Run 1, placement by cell class:
Fill, decap, tap and diode cells in grey.
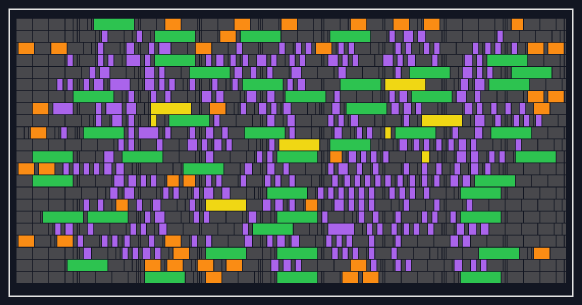
Run 1, met3 routing:
Bar = 50 um.
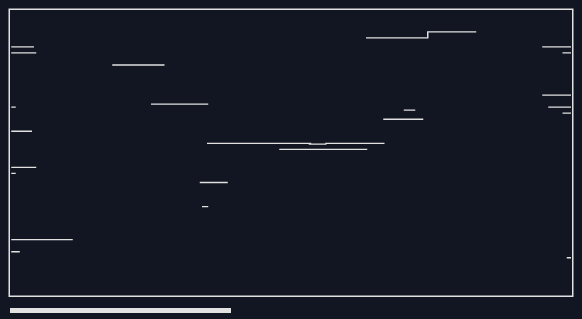
Run 1, signal wires on met2:
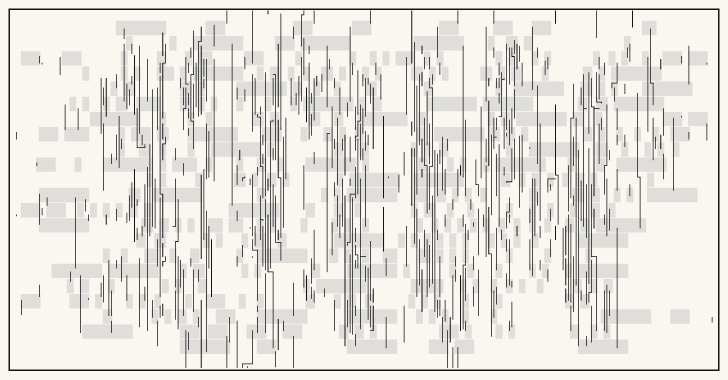
## src/rtl/ballot_collector_n1_m4_if.sv

```systemverilog
// Ballot intake and verdict handoff handshakes for the ballot collector.
interface ballot_collector_n1_m4_if #(
  parameter int ID_W = 4
);
  logic            vote_valid;
  logic            vote_ready;
  logic [ID_W-1:0] vote_id;
  logic            vote_bit;
  logic            result_valid;
  logic            result_ready;
  logic            result;

  modport master (
    output vote_valid, vote_id, vote_bit, result_ready,
    input  vote_ready, result_valid, result
  );

  modport slave (
    input  vote_valid, vote_id, vote_bit, result_ready,
    output vote_ready, result_valid, result
  );
endinterface

```

## src/rtl/ballot_collector_n1_m4.sv

```systemverilog
// Collects one ballot per voter, freezes the vector for the voter's settle time,
// then hands the sampled verdict downstream over valid/ready.
module ballot_collector_n1_m4 #(
  parameter int NUM_VOTERS = 16,
  parameter int ID_W       = 4,
  parameter int EVAL_LAT   = 2
) (
  input  logic                  clk,
  input  logic                  rst_n,
  ballot_collector_n1_m4_if.slave bus,
  input  logic                  close_poll,
  output logic                  dup_err,
  output logic [ID_W:0]         vote_count,
  output logic [NUM_VOTERS-1:0] p_vec,
  input  logic                  voter_o
);

  localparam int CNT_W = (EVAL_LAT > 1) ? $clog2(EVAL_LAT) : 1;
  localparam logic [CNT_W-1:0] CNT_LAST = CNT_W'(EVAL_LAT - 1);
  localparam logic [ID_W:0]    CNT_FULL = (ID_W + 1)'(NUM_VOTERS);
  localparam logic [ID_W:0]    CNT_PRE  = (ID_W + 1)'(NUM_VOTERS - 1);

  typedef enum logic [1:0] {
    S_COLLECT = 2'd0,
    S_EVAL    = 2'd1,
    S_DONE    = 2'd2
  } state_t;

  state_t                state_q, state_d;
  logic [NUM_VOTERS-1:0] ballot_q, ballot_d;
  logic [NUM_VOTERS-1:0] cast_q, cast_d;
  logic [ID_W:0]         count_q, count_d;
  logic [CNT_W-1:0]      eval_cnt_q, eval_cnt_d;
  logic                  result_q, result_d;
  logic                  result_vld_q, result_vld_d;
  logic                  dup_q, dup_d;
  logic                  accept;
  logic                  id_ok;

  assign accept = bus.vote_valid && (state_q == S_COLLECT);
  assign id_ok  = (32'(bus.vote_id) < NUM_VOTERS);

  always_comb begin
    state_d      = state_q;
    ballot_d     = ballot_q;
    cast_d       = cast_q;
    count_d      = count_q;
    eval_cnt_d   = eval_cnt_q;
    result_d     = result_q;
    result_vld_d = result_vld_q;
    dup_d        = 1'b0;

    case (state_q)
      S_COLLECT: begin
        eval_cnt_d = '0;
        if (accept) begin
          if (id_ok && !cast_q[bus.vote_id]) begin
            ballot_d[bus.vote_id] = bus.vote_bit;
            cast_d[bus.vote_id]   = 1'b1;
            if (count_q != CNT_FULL) begin
              count_d = count_q + 1'b1;
            end
            if (count_q == CNT_PRE) begin
              state_d = S_EVAL;
            end
          end else begin
            dup_d = 1'b1;
          end
        end
        // A ballot offered alongside close_poll is still taken above.
        if (close_poll) begin
          state_d = S_EVAL;
        end
      end
      S_EVAL: begin
        if (eval_cnt_q == CNT_LAST) begin
          result_d     = voter_o;
          result_vld_d = 1'b1;
          eval_cnt_d   = '0;
          state_d      = S_DONE;
        end else begin
          eval_cnt_d = eval_cnt_q + 1'b1;
        end
      end
      S_DONE: begin
        if (bus.result_ready) begin
          ballot_d     = '0;
          cast_d       = '0;
          count_d      = '0;
          result_vld_d = 1'b0;
          state_d      = S_COLLECT;
        end
      end
      default: begin
        ballot_d     = '0;
        cast_d       = '0;
        count_d      = '0;
        eval_cnt_d   = '0;
        result_d     = 1'b0;
        result_vld_d = 1'b0;
        state_d      = S_COLLECT;
      end
    endcase
  end

  always_ff @(posedge clk or negedge rst_n) begin
    if (!rst_n) begin
      state_q      <= S_COLLECT;
      ballot_q     <= '0;
      cast_q       <= '0;
      count_q      <= '0;
      eval_cnt_q   <= '0;
      result_q     <= 1'b0;
      result_vld_q <= 1'b0;
      dup_q        <= 1'b0;
    end else begin
      state_q      <= state_d;
      ballot_q     <= ballot_d;
      cast_q       <= cast_d;
      count_q      <= count_d;
      eval_cnt_q   <= eval_cnt_d;
      result_q     <= result_d;
      result_vld_q <= result_vld_d;
      dup_q        <= dup_d;
    end
  end

  assign bus.vote_ready   = (state_q == S_COLLECT);
  assign bus.result_valid = result_vld_q;
  assign bus.result       = result_q;
  assign dup_err          = dup_q;
  assign vote_count       = count_q;
  assign p_vec            = ballot_q;

endmodule

```

## src/flat_wrapper.sv

```systemverilog
// flat-port wrapper written by rule: the top's interface ports become plain ports
module ballot_collector_n1_m4_flat 
#(
  parameter int NUM_VOTERS = 16,
  parameter int ID_W       = 4,
  parameter int EVAL_LAT   = 2
)
  (clk, rst_n, close_poll, dup_err, vote_count, p_vec, voter_o, bus_vote_valid, bus_vote_id, bus_vote_bit, bus_result_ready, bus_vote_ready, bus_result_valid, bus_result);
  ballot_collector_n1_m4_if #(.ID_W(ID_W)) bus_i ();
  input  logic clk;
  input  logic rst_n;
  input  logic close_poll;
  output logic dup_err;
  output logic [ID_W:0] vote_count;
  output logic [NUM_VOTERS-1:0] p_vec;
  input  logic voter_o;
  input wire logic [$bits(bus_i.vote_valid)-1:0] bus_vote_valid;
  input wire logic [$bits(bus_i.vote_id)-1:0] bus_vote_id;
  input wire logic [$bits(bus_i.vote_bit)-1:0] bus_vote_bit;
  input wire logic [$bits(bus_i.result_ready)-1:0] bus_result_ready;
  output wire logic [$bits(bus_i.vote_ready)-1:0] bus_vote_ready;
  output wire logic [$bits(bus_i.result_valid)-1:0] bus_result_valid;
  output wire logic [$bits(bus_i.result)-1:0] bus_result;
  assign bus_i.vote_valid = bus_vote_valid;
  assign bus_i.vote_id = bus_vote_id;
  assign bus_i.vote_bit = bus_vote_bit;
  assign bus_i.result_ready = bus_result_ready;
  assign bus_vote_ready = bus_i.vote_ready;
  assign bus_result_valid = bus_i.result_valid;
  assign bus_result = bus_i.result;
  ballot_collector_n1_m4 #(.NUM_VOTERS(NUM_VOTERS), .ID_W(ID_W), .EVAL_LAT(EVAL_LAT)) u_core (.clk(clk), .rst_n(rst_n), .bus(bus_i), .close_poll(close_poll), .dup_err(dup_err), .vote_count(vote_count), .p_vec(p_vec), .voter_o(voter_o));
endmodule
```

## config.mk

```make
export PLATFORM = sky130hd
export DESIGN_NAME = ballot_collector_n1_m4_flat
export DESIGN_NICKNAME = d
export VERILOG_FILES = /design/src/rtl/ballot_collector_n1_m4_if.sv /design/src/rtl/ballot_collector_n1_m4.sv /design/src/flat_wrapper.sv
export SDC_FILE = /design/constraint.sdc
export NUM_CORES = 1
export LEC_CHECK = 0
export ABC_AREA = 1
export CAP_MARGIN = 20
export CELL_PAD_IN_SITES_DETAIL_PLACEMENT = 1
export CELL_PAD_IN_SITES_GLOBAL_PLACEMENT = 2
export CORE_ASPECT_RATIO = 0.5
export CORE_UTILIZATION = 32
export CTS_CLUSTER_SIZE = 8
export DETAILED_ROUTE_END_ITERATION = 6
export GPL_ROUTABILITY_DRIVEN = 0
export PLACE_DENSITY = 0.83
export SLEW_MARGIN = 25
export SYNTH_ARGS = -nofsm -noshare
export SYNTH_HDL_FRONTEND = slang
export SYNTH_SLANG_ARGS = --single-unit
```

## constraint.sdc

```tcl
create_clock -name clk -period 3.95 [get_ports clk]
set_input_delay 0.9875 -clock clk [delete_from_list [all_inputs] [get_ports clk]]
set_output_delay 0.9875 -clock clk [all_outputs]
set_load 0.01 [all_outputs]
```

==> notes.org, run 1 <==
#+TITLE: Implementation results

** Floorplanning
- In this run the count of I/O pins placed on the die edge is 36.

** Critical path
- The slowest stage of the critical path belongs to the cell sky130_fd_sc_hd__clkdlybuf4s50_1.
- Crit path cell chain :: clkdlybuf4s50_1, inv_2, nand2_1, nand2_1, nand2_1, nand2_1, nand2_1, nand2_1, o21ai_4, nand2_2, nand2_1, o21ai_1
- Data arrival time of the worst path :: about 3100 ps

** Final timing
- Setup repair after global routing left no endpoint under its margin.
- At the pin with the least slew margin, the transition time is a little over 800 ps.
- Hold is met by around 480 ps.
- Final worst path period share :: between 70% and 80%
- After routing, the total negative slack on setup checks comes to 0 ps.

** Run
- The logs give a warning total of 27.

** Clocking
- Post-CTS repair changed the size of 0 cells.
- Counting the buffers created by CTS gives 5.
- Clk latency late pin :: roughly 290 ps
- Post-CTS setup buffer count :: 0

** Yosys
- Total cells reported by yosys after synthesis :: about 360
- Top cells by area in the synthesized netlist :: sky130_fd_sc_hd__dfrtp_1 (43%), sky130_fd_sc_hd__nand2_1 (20%), sky130_fd_sc_hd__inv_1 (5.6%), sky130_fd_sc_hd__nand4_1 (5.5%), sky130_fd_sc_hd__nor2_1 (5.3%)
- Part of the Yosys area used for sequential elements :: 43.1%

** Place
- The placement report lists the number of port buffers as 35.

** Power and ir drop
- Static Leakage :: 1.53 nW

** Run status
- The flow ran to the end, and the final reports show no timing, DRC or antenna violations.

** Layout
- Area added between synthesis and finish :: 21.5%

** Global routing
- Global-route wire length before repair :: between 10000 and 15000 um

** Route
- Nets still carrying antenna violations after routing amount to 0.
- The detailed router finished its first iteration with between 70 and 80 violations.
-- 'placement by cell class' (at the start) --
legend:
  flops:
    colour: green
    cells: 43
    share_of_their_area: 37%
  combinational and other logic:
    colour: purple
    cells: 298
    share_of_their_area: 45%
  other buffers and delay cells:
    colour: orange
    cells: 40
    share_of_their_area: 13%
  clock drivers and dummy loads:
    colour: yellow
    cells: 8
    share_of_their_area: 4.7%

-- 'met3 routing' (at the start) --
share of all routed wire: 2.7%
wire length on this layer: 186 um

-- 'signal wires on met2' (at the start) --
wire length on this layer: 3180 um
longest straight run: 35.0 um

## run 1: routing by layer
layer,global-route usage (%),up-vias,wire (um)
li1,-,1200,-
met1,25.4,1122,3510
met2,32.6,28,3180
met3,4.13,5,185
met4,4.46,0,48
met5,0,-,0
## run 1: registers in the layout, indices dropped and copies added, names as in the netlist
name and cells:
u_core.eval_cnt_q 1, u_core.vote_count 5, u_core.bus.result_valid 1, u_core.state_q 2, u_core.bus.result 1, u_core.p_vec 16
u_core.cast_q 16, u_core.dup_err 1
## run 1: layout by cell type, fill, tap and decap left out
master	count
sky130_fd_sc_hd__nor3_1	5
sky130_fd_sc_hd__inv_2	1
sky130_fd_sc_hd__nand4_1	22
sky130_fd_sc_hd__o21ai_4	1
sky130_fd_sc_hd__nor2_1	34
sky130_fd_sc_hd__nor3b_1	1
sky130_fd_sc_hd__nand2_1	134
sky130_fd_sc_hd__inv_1	37
sky130_fd_sc_hd__xor2_1	1
sky130_fd_sc_hd__clkinv_2	1
sky130_fd_sc_hd__nand3_2	1
sky130_fd_sc_hd__nor2_2	2
sky130_fd_sc_hd__ha_1	3
sky130_fd_sc_hd__a21oi_1	1
sky130_fd_sc_hd__clkbuf_1	2
sky130_fd_sc_hd__buf_4	6
sky130_fd_sc_hd__nand3_1	19
sky130_fd_sc_hd__dfrtp_1	43
sky130_fd_sc_hd__o21ai_1	16
sky130_fd_sc_hd__clkbuf_16	5
sky130_fd_sc_hd__clkdlybuf4s50_1	34
sky130_fd_sc_hd__o21ai_0	18
sky130_fd_sc_hd__nand2_2	2
## run 1: where the power goes
group	leakage (nW)	internal (W)	switching, W
clock network	0.0679	0.000234	0.000175
registers	0.589	0.000569	0.000114
logic	0.870	0.000297	0.000574
total	1.53	0.00110	0.000863
## run 1: kinds of logic after synthesis
group                      synth area share, %
xor gates and xnor gates                 0.351
DFF                                       43.1
buffers and inverters                     10.1
AOI/OAI and AO/OA                         7.67
adders and majority gates                 1.50
and+or+nand+nor                           37.2
## run 1: worst paths after layout
path	endpoint	slack, ps	depth (start not counted)
worst max-delay path	u_core.cast_q[8]$_DFFE_PN0P_	980	12
worst min-delay path	u_core.p_vec[2]$_DFFE_PN0P_	480	2
worst max register to register	u_core.p_vec[10]$_DFFE_PN0P_	1790	6
worst min register to register	u_core.p_vec[2]$_DFFE_PN0P_	480	2
max in group asynchronous	u_core.dup_err$_DFF_PN0_	2860	1
min in group asynchronous	u_core.p_vec[9]$_DFFE_PN0P_	690	1
## run 1: area by class of cell
type / instances / area (um2)
fillers: 932 / 4400
multi-input cells: 260 / 1170
flip-flops and latches: 43 / 1080
repair buffers: 40 / 385
inverters: 38 / 143
clock buffers: 7 / 133
well taps: 96 / 120
clock inverters: 1 / 5.00
## run 1: worst register-to-register path, delay by kind of cell, from the launching register on
family / cells / cell delay, ps
simple gates: 4 / 1090
buf+inv: 2 / 590
flops: 1 / 420
## run 1: per-stage QoR
step,setup WS [ps],instances,area [um2],util [%],power [W]
global route,661,485,3030,40.8,0.00214
detailed placement,682,477,2890,38.9,0.00157
finish,983,485,3030,40.8,0.00196
CTS,979,485,3030,40.7,0.00199
floorplan,1850,359,2490,-,0.00127
global placement,824,477,2890,38.9,0.00152
==> run 2: changes to the inputs <==
--- a/config.mk
+++ b/config.mk
@@ -10,11 +10,11 @@
 export CELL_PAD_IN_SITES_DETAIL_PLACEMENT = 1
 export CELL_PAD_IN_SITES_GLOBAL_PLACEMENT = 2
 export CORE_ASPECT_RATIO = 0.5
-export CORE_UTILIZATION = 32
+export CORE_UTILIZATION = 30
 export CTS_CLUSTER_SIZE = 8
 export DETAILED_ROUTE_END_ITERATION = 6
 export GPL_ROUTABILITY_DRIVEN = 0
-export PLACE_DENSITY = 0.83
+export PLACE_DENSITY = 0.79
 export SLEW_MARGIN = 25
 export SYNTH_ARGS = -nofsm -noshare
 export SYNTH_HDL_FRONTEND = slang
==> constraint.sdc (replaced) <==
create_clock -name clk -period 3 [get_ports clk]
set_input_delay 0.75 -clock clk [delete_from_list [all_inputs] [get_ports clk]]
set_output_delay 0.75 -clock clk [all_outputs]
set_load 0.01 [all_outputs]
==> notes.org, run 2 <==
#+TITLE: Implementation results

** Run status
- Outcome :: finished with violations (was finished, final reports clean)
- The final reports fail on DRC.

** Route
- Total length of routed met3 wires :: 137 um (was 185 um)
- Post-route antenna net violation count :: 0 (unchanged)
- Post-route DRC violation count :: 2 (was 0)

** Global routing
- Global-route wire length before repair :: 11500 um (was 12300 um)

** Final timing
- Final worst path period share :: 83.8%
- The total negative setup slack came to 0 ps (unchanged).
- Setup repair after global routing missed its margin :: false (unchanged)
- The transition time of the tightest slew-check pin is 669 ps (was 805 ps).

** Run
- OpenROAD warnings :: 27 (unchanged)

** Floorplanning
- The count of pins on the block boundary is 36 (unchanged).

** Power and ir drop
- Net switching power :: 0.00114 W (was 0.000863 W)
- The sequential share of power was 32.9% (was 34.8%).

** Place
- Quantity of I/O buffers inserted on ports :: 35 (unchanged)
- Cell area after placement :: 2930 um2 (was 2890 um2)

** Yosys
- The register area share after synthesis came to 43.1% (unchanged).

** Clocking
- Post-CTS setup buffer count :: 0 (unchanged)
- Total clock buffers created by CTS :: 5 (unchanged)
- The post-cts resize count is 0 (unchanged).

** Layout
- The post-route cell area was 3100 um2 (was 3030 um2).
-- run 2: cell counts after synthesis --
No cell type changed its count.
-- run 2: final cells by class --
type,instances,area [um2]
Inverter,38,143
Fill cell,1012,4930
Sequential cell,43,1080
Timing Repair Buffer,41,405
Multi-Input combinational cell,260,1170
Clock inverter,3,43.8
Clock buffer,5,125
Tap cell,112,140
-- run 2: power groups by stage --
stage / combinational, W / sequential, W / clock, W
after floorplan: 0.000783 / 0.000887 / 0
after global placement: 0.00116 / 0.000885 / 0
after detailed placement: 0.00120 / 0.000897 / 0
after CTS: 0.00120 / 0.000889 / 0.000643
after global routing: 0.00134 / 0.000911 / 0.000663
final: 0.00118 / 0.000888 / 0.000630
-- run 2: stage by stage --
step	worst slack [ps]	utilization, %	cells	hold slack (ps)
2_1_floorplan	1130	-	359	454
3_3_place_gp	295	36.5	494	468
3_5_place_dp	185	36.5	494	472
4_1_cts	473	38.6	502	487
5_1_grt	252	38.6	502	504
6_report	486	38.6	502	462
-- run 2: path summary, 6_finish.rpt --
path / to / cells after the start / start
setup / recovery: u_core.vote_count[4]$_DFFE_PN0P_ / 11 / bus_vote_id[1]
hold / removal: u_core.p_vec[14]$_DFFE_PN0P_ / 1 / rst_n
setup reg to reg: u_core.p_vec[12]$_DFFE_PN0P_ / 6 / u_core.state_q[1]$_DFFE_PN0P_
hold reg to reg: u_core.p_vec[4]$_DFFE_PN0P_ / 2 / u_core.p_vec[4]$_DFFE_PN0P_
max in group asynchronous: u_core.vote_count[4]$_DFFE_PN0P_ / 1 / rst_n
min in group clk: u_core.p_vec[4]$_DFFE_PN0P_ / 2 / u_core.p_vec[4]$_DFFE_PN0P_
-- run 2: cells by family (layout without fill, tap and decap cells) --
| family | Yosys count | in the layout | synth area share (%) |
|---|---|---|---|
| AND/OR/NAND/NOR | 220 | 220 | 37.2 |
| flip-flops | 43 | 43 | 43.1 |
| adder cells (fa/ha/maj) | 3 | 3 | 1.50 |
| XOR/XNOR | 1 | 1 | 0.351 |
| AND-OR/OR-AND | 36 | 36 | 7.67 |
| buffers and inverters | 56 | 87 | 10.1 |
-- run 2: layer usage --
| metal | track usage, % | vias to the layer above |
|---|---|---|
| met5 | 0 | - |
| met4 | 3.88 | 0 |
| met3 | 2.89 | 5 |
| met2 | 29.7 | 27 |
| met1 | 22.8 | 1133 |
| li1 | - | 1196 |
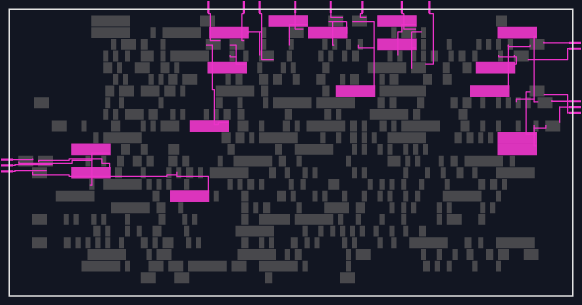
Run 2: nets reached from selected ports
legend:
  p_vec:
    colour: magenta
    bits: 16
    direction: output
    edge: 8 north, 5 east, 3 west
    end_cells: 16
    buffers: 16
    wire: 404 um

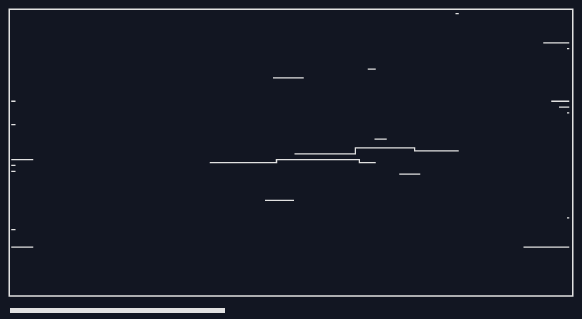
Run 2: met3 routing
Bar = 50 um.
main direction: horizontal
wire length on this layer: 138 um
share of all routed wire: 2.0%

Power and IR drop assume default switching activity.
